`src/rtl/arm_barrel_shifter.sv`:
```
// rtl/arm_barrel_shifter.sv - registered ARM operand-2 barrel shifter, 1-cycle latency.
// Optional register-specified shift amount (Rs[7:0]) enabled by BARREL_SHIFTER_REG_SHIFT_EN.
`ifndef WordWidth
`define WordWidth 32
`endif
`ifndef LogicalLeftShift
`define LogicalLeftShift 2'b00
`endif
`ifndef LogicalRightShift
`define LogicalRightShift 2'b01
`endif
`ifndef ArithmeticRightShift
`define ArithmeticRightShift 2'b10
`endif
`ifndef RotateRightShift
`define RotateRightShift 2'b11
`endif

module arm_barrel_shifter (
  input  logic                  in_Clk,
  input  logic                  in_Reset,
  input  logic                  in_Valid,
  input  logic [`WordWidth-1:0] in_Val,
  input  logic [1:0]            in_Shift_type,
  input  logic [4:0]            in_Shift_imm,
  input  logic                  in_C_flag,
`ifdef BARREL_SHIFTER_REG_SHIFT_EN
  input  logic                  in_Shift_by_reg,
  input  logic [7:0]            in_Shift_reg_amt,
`endif
  output logic [`WordWidth-1:0] out_Op2,
  output logic                  out_Carry,
  output logic                  out_Valid
);
  localparam int W = `WordWidth;

  logic [4:0]     amt;
  logic           is_lsl;
  logic           sign;
  logic [W-1:0]   rev_in;
  logic [W-1:0]   x;
  logic [2*W-1:0] ext;
  logic           core_c;
  logic [W-1:0]   core_op;
  logic [W-1:0]   op2_d, op2_q;
  logic           carry_d, carry_q;
  logic           valid_q;

  assign sign   = in_Val[W-1];
  assign is_lsl = (in_Shift_type == `LogicalLeftShift);
  assign rev_in = {<<{in_Val}};

`ifdef BARREL_SHIFTER_REG_SHIFT_EN
  assign amt = in_Shift_by_reg ? in_Shift_reg_amt[4:0] : in_Shift_imm;
`else
  assign amt = in_Shift_imm;
`endif

  // Five power-of-two right-shift stages; LSL runs through them bit-reversed.
  // The carry tracks the last bit shifted out by the most recent active stage.
  always_comb begin
    x      = is_lsl ? rev_in : in_Val;
    core_c = in_C_flag;
    ext    = '0;
    for (int k = 0; k < 5; k++) begin
      if (amt[k]) begin
        unique case (in_Shift_type)
          `ArithmeticRightShift: ext = {{W{sign}}, x};
          `RotateRightShift:     ext = {x, x};
          default:               ext = {{W{1'b0}}, x};
        endcase
        core_c = x[(1 << k) - 1];
        x      = W'(ext >> (1 << k));
      end
    end
  end

  assign core_op = is_lsl ? {<<{x}} : x;

  always_comb begin
    op2_d   = core_op;
    carry_d = core_c;
`ifdef BARREL_SHIFTER_REG_SHIFT_EN
    if (in_Shift_by_reg) begin
      if (in_Shift_reg_amt == 8'd0) begin
        op2_d   = in_Val;
        carry_d = in_C_flag;
      end else if (in_Shift_reg_amt[7:5] != 3'd0) begin
        unique case (in_Shift_type)
          `LogicalLeftShift: begin
            op2_d   = '0;
            carry_d = (in_Shift_reg_amt == 8'd32) & in_Val[0];
          end
          `LogicalRightShift: begin
            op2_d   = '0;
            carry_d = (in_Shift_reg_amt == 8'd32) & sign;
          end
          `ArithmeticRightShift: begin
            op2_d   = {W{sign}};
            carry_d = sign;
          end
          default: begin
            // Rotation by a multiple of 32 leaves the value intact.
            if (in_Shift_reg_amt[4:0] == 5'd0) begin
              op2_d   = in_Val;
              carry_d = sign;
            end
          end
        endcase
      end
    end else
`endif
    if (in_Shift_imm == 5'd0) begin
      unique case (in_Shift_type)
        `LogicalRightShift: begin
          op2_d   = '0;
          carry_d = sign;
        end
        `ArithmeticRightShift: begin
          op2_d   = {W{sign}};
          carry_d = sign;
        end
        `RotateRightShift: begin
          op2_d   = {in_C_flag, in_Val[W-1:1]};
          carry_d = in_Val[0];
        end
        default: begin
          op2_d   = in_Val;
          carry_d = in_C_flag;
        end
      endcase
    end
  end

  always_ff @(posedge in_Clk) begin
    if (in_Reset) begin
      op2_q   <= '0;
      carry_q <= 1'b0;
      valid_q <= 1'b0;
    end else begin
      valid_q <= in_Valid;
      if (in_Valid) begin
        op2_q   <= op2_d;
        carry_q <= carry_d;
      end
    end
  end

  assign out_Op2   = op2_q;
  assign out_Carry = carry_q;
  assign out_Valid = valid_q;
endmodule

```
`config.mk`:
```
export PLATFORM = sky130hd
export DESIGN_NAME = arm_barrel_shifter
export DESIGN_NICKNAME = d
export VERILOG_FILES = /design/src/rtl/arm_barrel_shifter.sv
export SDC_FILE = /design/constraint.sdc
export NUM_CORES = 1
export LEC_CHECK = 0
export ABC_AREA = 1
export ABC_CLOCK_PERIOD_IN_PS = 2430
export CAP_MARGIN = 20
export CORE_UTILIZATION = 40
export DETAILED_ROUTE_END_ITERATION = 7
export PLACE_DENSITY = 0.6
export SETUP_SLACK_MARGIN = 0.02
export SYNTH_ARGS = -nofsm -noshare
export SYNTH_HDL_FRONTEND = slang
export SYNTH_SLANG_ARGS = --single-unit
```
`constraint.sdc`:
```
create_clock -name in_Clk -period 2.43 [get_ports in_Clk]
set_input_delay 0.486 -clock in_Clk [delete_from_list [all_inputs] [get_ports in_Clk]]
set_output_delay 0.486 -clock in_Clk [all_outputs]
set_load 0.02 [all_outputs]
```
==> images/closeup.png <==
Window x 72 to 97, y 16 to 41 um. Cells in grey, sequential cells in the stronger grey; small squares are vias.
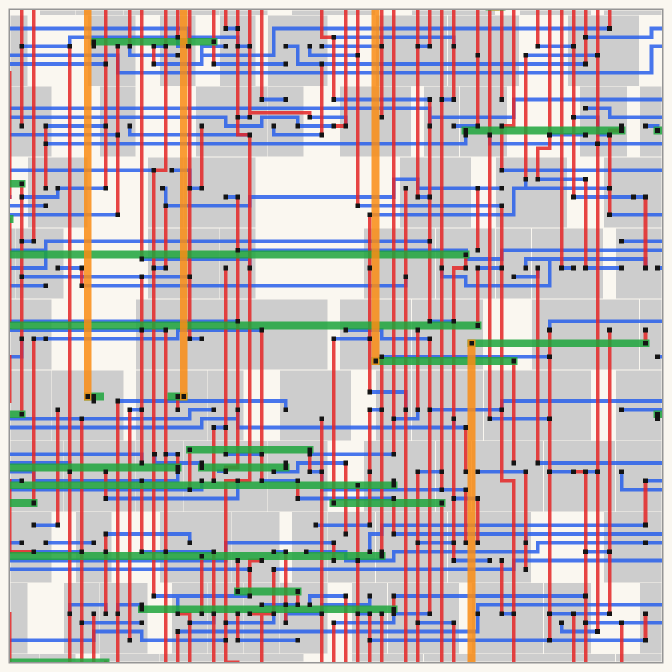
legend:
  M3:
    colour: green
  M1:
    colour: blue
  M2:
    colour: red
  M4:
    colour: orange
most frequent: buf_4 (32), nand2_1 (14), nand3_1 (5)
cells with their middle in the window: 71
sequential cells in the window: 0

==> images/floorplan.png <==
Bar = 20 um. Pins as bars on the die edge. Tap cells in grey.
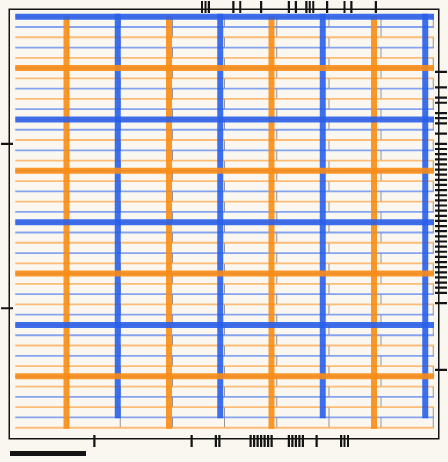
legend:
  VSS:
    colour: orange
  VDD:
    colour: blue
met4 straps: 8
met5 straps: 8

==> run summary <==
Outcome -> finished clean
Wirelength, routed -> 26100 um
GRT Resource Usage Total -> 38.9%
Synth Cell Area -> 4950 um2
Tightest Pin Transition -> 0.516 ns
Cell variety after synth -> 27
Max Clk Rate -> 0.434 GHz
CTS Sinks -> 34
Hold_buf cts -> 0
Fin util -> 65.0%
Most frequent cell after synthesis -> nand3_1
Hold violation count in the final report -> 0
First-pass GRT wire length -> 37800 um
Setup CP Type -> in2reg
Drt pass-1 iters -> 6
Final Cycle Share -> 94.9%
Setup_tns -> 0 ns
Root Driver -> clkbuf_16
Synth top cells by count -> nand3_1 (316), nand2_1 (296), a21oi_1 (62)
Cell seen most often among critical-path stages -> nand2_1
Port Buffers -> 76
DRC -> 0
CTS tree -> yes
Arrival time worst endpoint -> 2.51 ns
Ant. Diodes -> 0
Critical path endpoint category -> flop
Area delta synth->final -> 58.3%
HPWL after detailed placement -> 19900 um
Setup violations, final -> 0
Number of core rows -> 40
Via density -> 6.04
Seq cells post-synth -> 34
TritonCTS Buffers -> 5
Yosys warning tally -> 0
H-tree depth -> 2
Post-DRT Antenna Nets -> 0
Syn_nets -> 964
Slew Limit Headroom -> 65.3%
GRT overflow -> 0
Starting DRT DRC Count -> 1131
Top Ports -> 77
Unrepaired setup endpoints after global routing -> no
FFs w/ async S/R, synth -> 0%
Clock buffer depth -> 2
Worst path bufs/invs -> 5
Post-Syn Instances -> 917
Max Slew Vio Count -> 0
Fp util -> 41.1%
Tmin final -> 2.31 ns
Area of the core -> 12100 um2
CP max stage delay -> 0.64 ns
Crit path cell chain -> clkdlybuf4s50_1 > nand2_4 > inv_1 > buf_4 > nand2_1 > buf_4 > nand4_1 > nand3_1 > nand2_1 > inv_1 > nand2_2 > nand2_1 > a21oi_1
Crit-path slowest cell -> clkdlybuf4s50_1
GPL Wtd Cong -> 1.08
Post-synth seq share -> 13.7%
Area leader, netlist -> nand3_1
Skew final -> 0 ns
Wire per inst -> 20.9 um
Reg clk slew, reported paths -> 0.06 ns
Die height -> 113 um
Hold WC Path Type -> reg2reg
Via count -> 7550
Initial antenna violation count -> 0
Max-cap violations -> 0
Worst hold slack -> 0.462 ns
Post-synth EDFFs -> 0
Count of tool warnings -> 29
path summary, 6_finish.rpt:
| kind | start | end | slack [ns] | depth (start not counted) |
|---|---|---|---|---|
| worst max-delay path | in_Val[31] | out_Op2[8] | 0.12 | 13 |
| worst min-delay path | out_Op2[6] | out_Op2[6] | 0.46 | 2 |
| worst max register to register | out_Op2[31] | out_Op2[31] | 1.77 | 2 |
| worst min register to register | out_Op2[6] | out_Op2[6] | 0.46 | 2 |
through the flow:
stage | power [uW] | cell area [um2] | setup slack [ns] | std cells
after CTS | 2980 | 7110 | 0.0738 | 1237
final | 3180 | 7840 | 0.123 | 1250
after global placement | 2100 | 6750 | -0.550 | 1229
after detailed placement | 2100 | 6750 | -0.571 | 1229
after global routing | 3310 | 7840 | 0.0233 | 1250
after floorplan | 1440 | 4950 | 0.340 | 917
layout make-up:
type                       instances  area [um2]
tap                              168         210
clock buffer                       5         125
inverter                          24         105
timing repair inverter             1        8.76
clock inverter                     3        68.8
sequential                        34         681
multi-input combinational        790        4540
fill                            1158        4220
timing repair buffer             225        2100
placed cells by master, fill, tap and decap left out, types with 2 or more instances in the layout:
cell type | Yosys | routed
nand2_1 | 296 | 267
nand3_1 | 316 | 205
buf_4 | 5 | 128
nand3_2 | 16 | 123
clkdlybuf4s50_1 | 0 | 73
a21oi_1 | 62 | 59
nand2_2 | 12 | 37
dfxtp_1 | 34 | 34
o21ai_0 | 20 | 20
buf_12 | 2 | 14
inv_1 | 15 | 13
a31oi_1 | 13 | 13
a21oi_2 | 7 | 10
nor2_1 | 12 | 9
nand4_1 | 9 | 9
a41oi_1 | 9 | 9
inv_2 | 6 | 8
clkbuf_16 | 0 | 7
o211ai_1 | 5 | 5
nand2_4 | 0 | 4
nand3_4 | 0 | 4
o21ai_1 | 7 | 4
nor2_2 | 2 | 3
o21ai_2 | 0 | 3
buf_6 | 4 | 3
nor2_4 | 0 | 2
ha_4 | 0 | 2
bufinv_16 | 0 | 2
clkbuf_2 | 0 | 2
state kept, by name, indices dropped and copies added (netlist names):
signal     count
out_Op2       32
out_Valid      1
out_Carry      1
per-layer routing:
layer  global-route usage [%]  share of wire, %  wire [um]  vias up
li1                         -                 -          -     3517
met1                     54.9                43      11100     3425
met2                     57.1                41      10800      519
met3                     6.70                10       2650       89
met4                     18.2               5.9       1530        0
met5                        0                 0          0        -
timing repair:
action                                  CTS  global route
resized                                  38           143
pin swaps                                 6            26
buffers inserted                          0            10
endpoints found under the setup margin   33            32
cloned                                    0             3
power breakdown:
group          switching [uW]  leakage (uW)  total, uW  internal, uW
registers                23.1      0.000281        626           603
clock network             271     0.0000940        861           590
logic                    1040       0.00328       1700           659
worst register-to-register path, delay by kind of cell, from the launching register on:
family	cells	cell delay, ns
AND-OR/OR-AND	1	0.14
flip-flops	1	0.38
AND/OR/NAND/NOR	1	0.08
cell families (layout without fill, tap and decap cells):
family	count (synthesis)	after routing	synth area share [%]
simple gates	663	663	61.4
compound gates	123	123	14.2
buf+inv	93	258	9.65
flops	34	34	13.7
fa+ha+maj	4	4	1.01
No activity file was given, so power comes from the tool's default toggle rates.
